**Clock wires, drivers and flops**

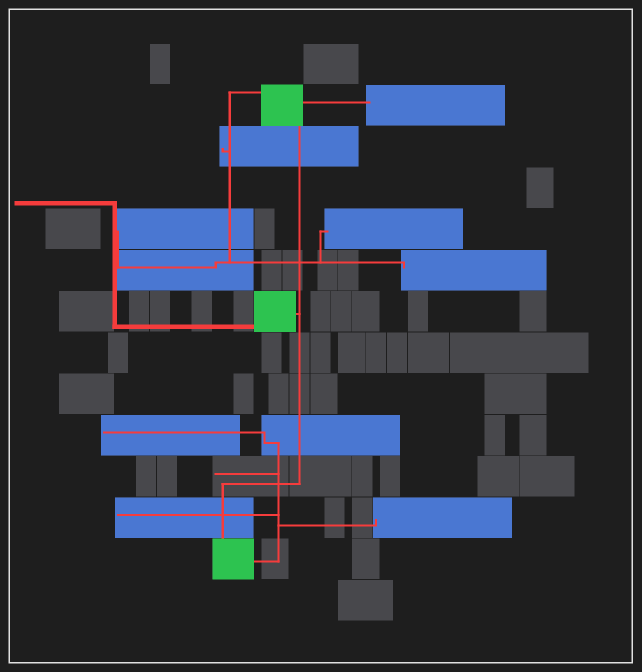
**Cell classes on the final placement**

The bar under the picture is 10 µm long.
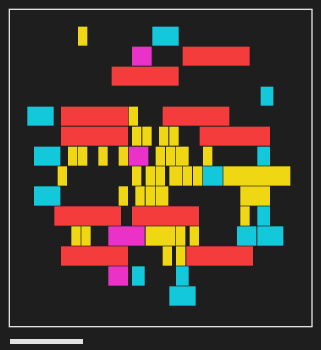
**Clock wiring as the flow saved it**

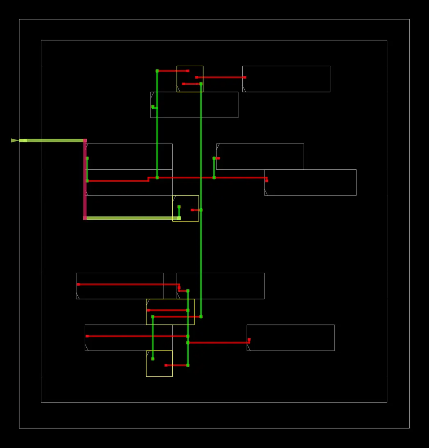
**Drive-strength map**

The bar under the picture is 10 µm long.
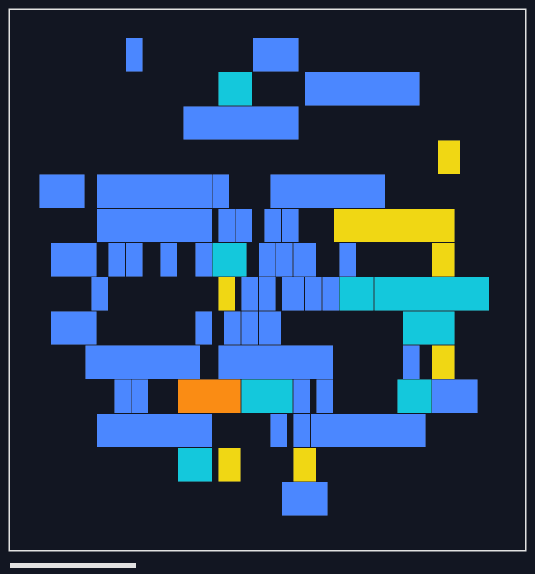
**Ports around the boundary**

Pins as bars across the die edge, other pins in grey.
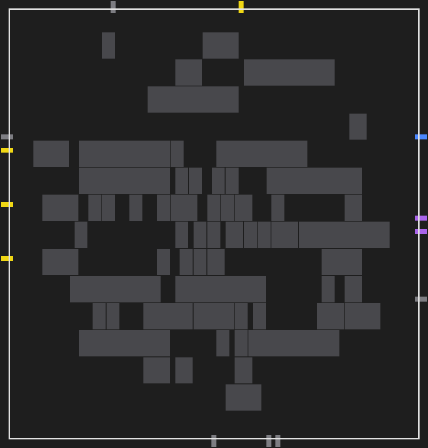
`config.mk`:
```
export PLATFORM = sky130hd
export DESIGN_NAME = tdm_mux4_flat
export DESIGN_NICKNAME = d
export VERILOG_FILES = /design/src/rtl/tdm_mux4_if.sv /design/src/rtl/tdm_mux4.sv /design/src/flat_wrapper.sv
export SDC_FILE = /design/constraint.sdc
export NUM_CORES = 1
export LEC_CHECK = 0
export ABC_AREA = 1
export CORE_AREA = 2 2 39 41
export DETAILED_ROUTE_END_ITERATION = 8
export DIE_AREA = 0 0 41 43
export PLACE_DENSITY = 0.64
export SLEW_MARGIN = 20
export SYNTH_ARGS = -nofsm -noshare
export SYNTH_HDL_FRONTEND = slang
export SYNTH_SLANG_ARGS = --single-unit
```
`constraint.sdc`:
```
create_clock -name clk -period 1.2 [get_ports clk]
set_clock_uncertainty 0.1 [all_clocks]
set_input_delay 0.24 -clock clk [delete_from_list [all_inputs] [get_ports clk]]
set_output_delay 0.24 -clock clk [all_outputs]
set_load 0.01 [all_outputs]
```
`src/rtl/tdm_mux4_if.sv`:
```
// tdm_mux4_if: bundle between a parallel source and the 4-channel TDM serializer.
// The source side (master) drives en and the parallel channel words; the serializer
// side (slave) drives the time-shared word, slot index and the frame status flags.
interface tdm_mux4_if #(
    parameter int WIDTH = 1
);
    logic               en;
    logic [4*WIDTH-1:0] in;
    logic [WIDTH-1:0]   out;
    logic [1:0]         s;
    logic               frame_start;
    logic               busy;
    logic               par_slot;

    modport master (
        output en, in,
        input  out, s, frame_start, busy, par_slot
    );

    modport slave (
        input  en, in,
        output out, s, frame_start, busy, par_slot
    );
endinterface

```
`src/rtl/tdm_mux4.sv`:
```
// tdm_mux4: four-channel time-division multiplexer / serializer.
// Snapshots four channel words at each frame boundary and sends them one slot at a
// time, each slot held for HOLD cycles, with the slot index on s for a downstream demux.
// Optional feature macro: TDM_PARITY_EN -- adds a fifth slot carrying ch0^ch1^ch2^ch3
// with s held at 3 and par_slot high. Without it the frame is four slots and
// par_slot is tied low.
module tdm_mux4 #(
    parameter int WIDTH = 1,
    parameter int HOLD  = 1
) (
    input  logic       clk,
    input  logic       rst_n,
    tdm_mux4_if.slave  bus
);
    localparam int            CW        = (HOLD > 1) ? $clog2(HOLD) : 1;
    localparam logic [CW-1:0] HOLD_LAST = CW'(HOLD - 1);

    typedef enum logic {
        IDLE = 1'b0,
        RUN  = 1'b1
    } state_t;

    state_t             state_reg, state_next;
    logic [CW-1:0]      hold_reg, hold_next;
    logic [1:0]         s_reg, s_next;
    logic [4*WIDTH-1:0] snap_reg, snap_next;
    logic [WIDTH-1:0]   out_reg, out_next;
    logic               fs_reg, fs_next;
    logic               busy_reg, busy_next;

    logic [WIDTH-1:0]   ch [4];
    logic [1:0]         s_inc;
    logic               slot_end;
    logic               frame_end;
    logic               load;
    logic               stop;

    // Split the snapshot into per-channel words so slots can index them by s.
    generate
        for (genvar gi = 0; gi < 4; gi++) begin : g_ch
            assign ch[gi] = snap_reg[gi*WIDTH +: WIDTH];
        end
    endgenerate

    assign s_inc    = s_reg + 2'd1;
    assign slot_end = (hold_reg == HOLD_LAST);

`ifdef TDM_PARITY_EN
    logic             par_reg, par_next;
    logic [WIDTH-1:0] par_word;

    assign par_word  = ch[0] ^ ch[1] ^ ch[2] ^ ch[3];
    // The frame only closes once the parity slot has been held for HOLD cycles.
    assign frame_end = slot_end && par_reg;
    assign bus.par_slot = par_reg;
`else
    assign frame_end = slot_end && (s_reg == 2'd3);
    assign bus.par_slot = 1'b0;
`endif

    // A new frame starts from IDLE or directly at the boundary of the previous one.
    assign load = bus.en && ((state_reg == IDLE) || frame_end);
    assign stop = (state_reg == RUN) && frame_end && !bus.en;

    // State register.
    always_ff @(posedge clk or negedge rst_n) begin
        if (!rst_n) begin
            state_reg <= IDLE;
        end else begin
            state_reg <= state_next;
        end
    end

    // Next-state logic: en is only looked at in IDLE and on the last cycle of a frame.
    always_comb begin
        state_next = state_reg;
        case (state_reg)
            IDLE:    if (bus.en) state_next = RUN;
            RUN:     if (frame_end && !bus.en) state_next = IDLE;
            default: state_next = IDLE;
        endcase
    end

    // Output/datapath next values: snapshot, slot sequencing and the registered word.
    always_comb begin
        hold_next = hold_reg;
        s_next    = s_reg;
        snap_next = snap_reg;
        out_next  = out_reg;
        fs_next   = 1'b0;
        busy_next = busy_reg;
`ifdef TDM_PARITY_EN
        par_next  = par_reg;
`endif
        if (load) begin
            snap_next = bus.in;
            s_next    = 2'd0;
            out_next  = bus.in[WIDTH-1:0];
            fs_next   = 1'b1;
            busy_next = 1'b1;
            hold_next = '0;
`ifdef TDM_PARITY_EN
            par_next  = 1'b0;
`endif
        end else if ((state_reg == IDLE) || stop) begin
            s_next    = 2'd0;
            out_next  = '0;
            busy_next = 1'b0;
            hold_next = '0;
`ifdef TDM_PARITY_EN
            par_next  = 1'b0;
`endif
        end else if (slot_end) begin
            hold_next = '0;
`ifdef TDM_PARITY_EN
            if (s_reg == 2'd3) begin
                // Parity slot keeps s at 3 so the demux index stays in range.
                par_next = 1'b1;
                out_next = par_word;
            end else begin
                s_next   = s_inc;
                out_next = ch[s_inc];
            end
`else
            s_next   = s_inc;
            out_next = ch[s_inc];
`endif
        end else begin
            hold_next = hold_reg + CW'(1);
        end
    end

    // Datapath registers, all cleared immediately by reset.
    always_ff @(posedge clk or negedge rst_n) begin
        if (!rst_n) begin
            hold_reg <= '0;
            s_reg    <= 2'd0;
            snap_reg <= '0;
            out_reg  <= '0;
            fs_reg   <= 1'b0;
            busy_reg <= 1'b0;
`ifdef TDM_PARITY_EN
            par_reg  <= 1'b0;
`endif
        end else begin
            hold_reg <= hold_next;
            s_reg    <= s_next;
            snap_reg <= snap_next;
            out_reg  <= out_next;
            fs_reg   <= fs_next;
            busy_reg <= busy_next;
`ifdef TDM_PARITY_EN
            par_reg  <= par_next;
`endif
        end
    end

    assign bus.out         = out_reg;
    assign bus.s           = s_reg;
    assign bus.frame_start = fs_reg;
    assign bus.busy        = busy_reg;
endmodule
```
`src/flat_wrapper.sv`:
```
// flat-port wrapper written by rule: the top's interface ports become plain ports
module tdm_mux4_flat 
#(
    parameter int WIDTH = 1,
    parameter int HOLD  = 1
)
  (clk, rst_n, bus_en, bus_in, bus_out, bus_s, bus_frame_start, bus_busy, bus_par_slot);
  tdm_mux4_if #(.WIDTH(WIDTH)) bus_i ();
  input  logic clk;
  input  logic rst_n;
  input wire logic [$bits(bus_i.en)-1:0] bus_en;
  input wire logic [$bits(bus_i.in)-1:0] bus_in;
  output wire logic [$bits(bus_i.out)-1:0] bus_out;
  output wire logic [$bits(bus_i.s)-1:0] bus_s;
  output wire logic [$bits(bus_i.frame_start)-1:0] bus_frame_start;
  output wire logic [$bits(bus_i.busy)-1:0] bus_busy;
  output wire logic [$bits(bus_i.par_slot)-1:0] bus_par_slot;
  assign bus_i.en = bus_en;
  assign bus_i.in = bus_in;
  assign bus_out = bus_i.out;
  assign bus_s = bus_i.s;
  assign bus_frame_start = bus_i.frame_start;
  assign bus_busy = bus_i.busy;
  assign bus_par_slot = bus_i.par_slot;
  tdm_mux4 #(.WIDTH(WIDTH), .HOLD(HOLD)) u_core (.clk(clk), .rst_n(rst_n), .bus(bus_i));
endmodule
```
==> results.sh <==
# yosys + openroad results
export IMPL_buffers_excl_clock=13
export IMPL_initial_core_util_pct=30.11
export IMPL_crit_buf_inv=1
export IMPL_timing_critical_path_required_ns=0.86
export IMPL_comb_multi_input_count=29
export IMPL_post_route_min_period_ns=1.178
export IMPL_most_frequent_logic_cell_in_the_layout="sky130_fd_sc_hd__nand2_1"
export IMPL_post_synth_fa_ha_maj_area_fraction_pct=3.003
export IMPL_cts_htree_levels=1
export IMPL_setup_repair_after_global_routing_missed_its_margin="true"
export IMPL_clock_power_share_pct=20.1
export IMPL_distinct_cell_type_count_of_the_synthesized_netlist=10
export IMPL_syn_avg_cell_area_um2=9.058
export IMPL_rr_endpoint="u_core.snap_reg[3]"
export IMPL_rr_startpoint="u_core.bus.s[0]"
export IMPL_final_min_period_over_clock_period_pct=98.17
export IMPL_highest_achievable_clock_rate_mhz=848.9
export IMPL_hold_worst_slack_ns=0.1619
export IMPL_first_pass_iters=4
export IMPL_cp_depth=1
export IMPL_tap_cells=16
export IMPL_setup_viol=0
export IMPL_r2r_setup_slack_ns=0.05
export IMPL_outcome="complete, no violations"
export IMPL_top_power_group="combinational logic"
export IMPL_tritoncts="yes"
export IMPL_dpl_cell_area_um2=555.5
export IMPL_route_detailed_wl_per_inst_um=9.449
export IMPL_gr_usage_met3_pct=3.141
export IMPL_met1_track_usage_gr_pct=12.37
export IMPL_power_share_sequential_pct=38.7
export IMPL_critPathMaxStageDelay_ns=0.43
export IMPL_floorplan_die_width_um=41
export IMPL_comb_power_mw=0.618
export IMPL_die_height_um=43
export IMPL_stdcell_count=78
export IMPL_detail_route_wirelength_um=737
export IMPL_worstSetupPathType="register to primary output"
export IMPL_drc=0
export IMPL_synth_seq_cells=10
export IMPL_avgViaCountPerCell=4.192
export IMPL_grt_busiest_layer="met2"
export IMPL_tool_warnings=27
export IMPL_place_detailed_hpwl_um=549.2
export IMPL_area_dominant_class="sequential cells"
export IMPL_dpl_worst_slack_ns=-0.1567
export IMPL_routabilityCongestion=0.7339
export IMPL_maximum_number_of_pins_on_one_net_before_global_route_repair=11
export IMPL_vdd_ir_drop_max_v=0.0007905
export IMPL_worst_setup_hold_path_clk_slew_ns=0.07
export IMPL_timing_hold_worst_class="input port to asynchronous set/reset pin"
export IMPL_wl_met2_um=373
export IMPL_antenna_found_initial=0
export IMPL_lay_top_cells="20 x sky130_fd_sc_hd__nand2_1, 9 x sky130_fd_sc_hd__dfrtp_1, 6 x sky130_fd_sc_hd__clkdlybuf4s50_1"
export IMPL_pg_clk_mw=0.301
export IMPL_synth_mux_area_fraction_pct=0
export IMPL_post_cts_repair_setup_buffers=0
export IMPL_critical_path_endpoint_type="primary output"
export IMPL_setup_tns_ns=0
export IMPL_critical_path_max_fanout=3
export IMPL_final_fill_count=150
export IMPL_drt_iter0_markers=5
export IMPL_highest_layer="met4"
export IMPL_syn_area_um2=416.7
export IMPL_largest_register_ff_count=4
export IMPL_crit_start="u_core.bus.s[0]"
export IMPL_critical_path_top_delay_family="flip-flops"
export IMPL_cp_arrival_ns=0.84
export IMPL_max_cap_violations=0
export IMPL_crit_slowest_cell="sky130_fd_sc_hd__dfrtp_2"
export IMPL_internal_power_mw=0.9534
export IMPL_power_per_cell_area_mw_per_mm2=2588
export IMPL_antennaDiodeCount=0
export IMPL_grt_ovfl_total=0
export IMPL_non_clock_buffer_area_share_pct=17.28
export IMPL_seq_area_frac_synth_pct=60.06
export IMPL_p_leak_nw=0.3125
export IMPL_reg2regPathDepth=6
export IMPL_xor_area_share_pct=0
export IMPL_via_count_of_the_first_global_routing_pass=318
export IMPL_std_cell_rows=14
export IMPL_placed_cells_incl_taps=74
export IMPL_setup_worst_path_end="bus_s[0]"
export IMPL_layout_drive_gt1_share_pct=25.81
export IMPL_full_die_area_mm2=0.001763
export IMPL_floorplan_io_pins=13
export IMPL_cp_start_kind="register"
export IMPL_fin_util_pct=41.86
export IMPL_clkCellAreaFrac_pct=6.263
export IMPL_first_pass_grt_wire_length_mm=1.242
export IMPL_total_power_mw=1.499
export IMPL_design_final_nets=71
export IMPL_synth_simple_gate_area_share_pct=28.83
export IMPL_holdBufCountCts=0
export IMPL_route_layer_met1_wl_um=308
export IMPL_postCtsResizedCells=19
export IMPL_finalHoldViolCount=0
export IMPL_synth_compound_area_share_pct=0
export IMPL_final_seq_area_um2=251.5
export IMPL_synth_nets=54
export IMPL_synth_yosys_warnings=0
export IMPL_cts_root_buf="sky130_fd_sc_hd__clkbuf_4"
export IMPL_overall_global_routing_usage_pct=11.28
export IMPL_power_switching_mw=0.5457
export IMPL_wl_met3_um=48
export IMPL_combinational_area_um2=148.9
export IMPL_cell_by_cell_trace_of_the_critical_path="buf_2"
export IMPL_syn_inst=46
export IMPL_netlist_logic_family_top="simple AND/OR/NAND/NOR gates"
export IMPL_pwr_share_comb_pct=41.2
export IMPL_power_share_switching_pct=36.40
export IMPL_multi_input_gate_share_of_total_cell_area_pct=25.70
export IMPL_finalMaxSlewViolations=0
About 'clock wires, drivers and flops':
[blue] flip-flops | count: 10
[green] cells driving clock nets | count: 3
[red] clock wires | length: 151 µm
routed clock nets	4

About 'cell classes on the final placement':
colour	class	cells	share of their area
magenta	clock drivers and dummy loads	4	6.5%
cyan	other buffers and delay cells	13	18%
yellow	all other logic	35	31%
red	flip-flops	10	45%
post-route cell area: 579.3 µm²
register fraction of the total cell area: 43.41%

About 'clock wiring as the flow saved it':
total number of clock tree sinks: 10
num sequential: 10
Inserted Clock Buffers: 3
clock latency on the worst-skew pair: 0.26 ns

About 'drive-strength map':
colour	size	cells	share	most used
orange	drive 6 and up	1	1.6%	clkbuf_8
blue	drive 1 or less	46	74%	nand2_1
cyan	drive 3 to 4	8	13%	clkbuf_4
yellow	drive 2	7	11%	buf_2
Layout Area Growth over Synthesis: 39.04%
smallest setup slack after layout: 0.02200 ns

About 'ports around the boundary':
colour	port	pins	direction	edge
yellow	bus_in	4	input	3 west, 1 north
purple	bus_s	2	output	east
blue	bus_out	1	output	east

-- synthesized netlist by cell type --
cell / count / area (µm²)
sky130_fd_sc_hd__inv_2: 1 / 3.750
sky130_fd_sc_hd__nor2_1: 2 / 7.510
sky130_fd_sc_hd__nand2_1: 20 / 75.07
sky130_fd_sc_hd__ha_1: 1 / 12.51
sky130_fd_sc_hd__nor2_4: 2 / 22.52
sky130_fd_sc_hd__nand3_1: 3 / 15.01
sky130_fd_sc_hd__conb_1: 1 / 3.750
sky130_fd_sc_hd__inv_1: 5 / 18.77
sky130_fd_sc_hd__dfrtp_1: 10 / 250.2
sky130_fd_sc_hd__buf_4: 1 / 7.510
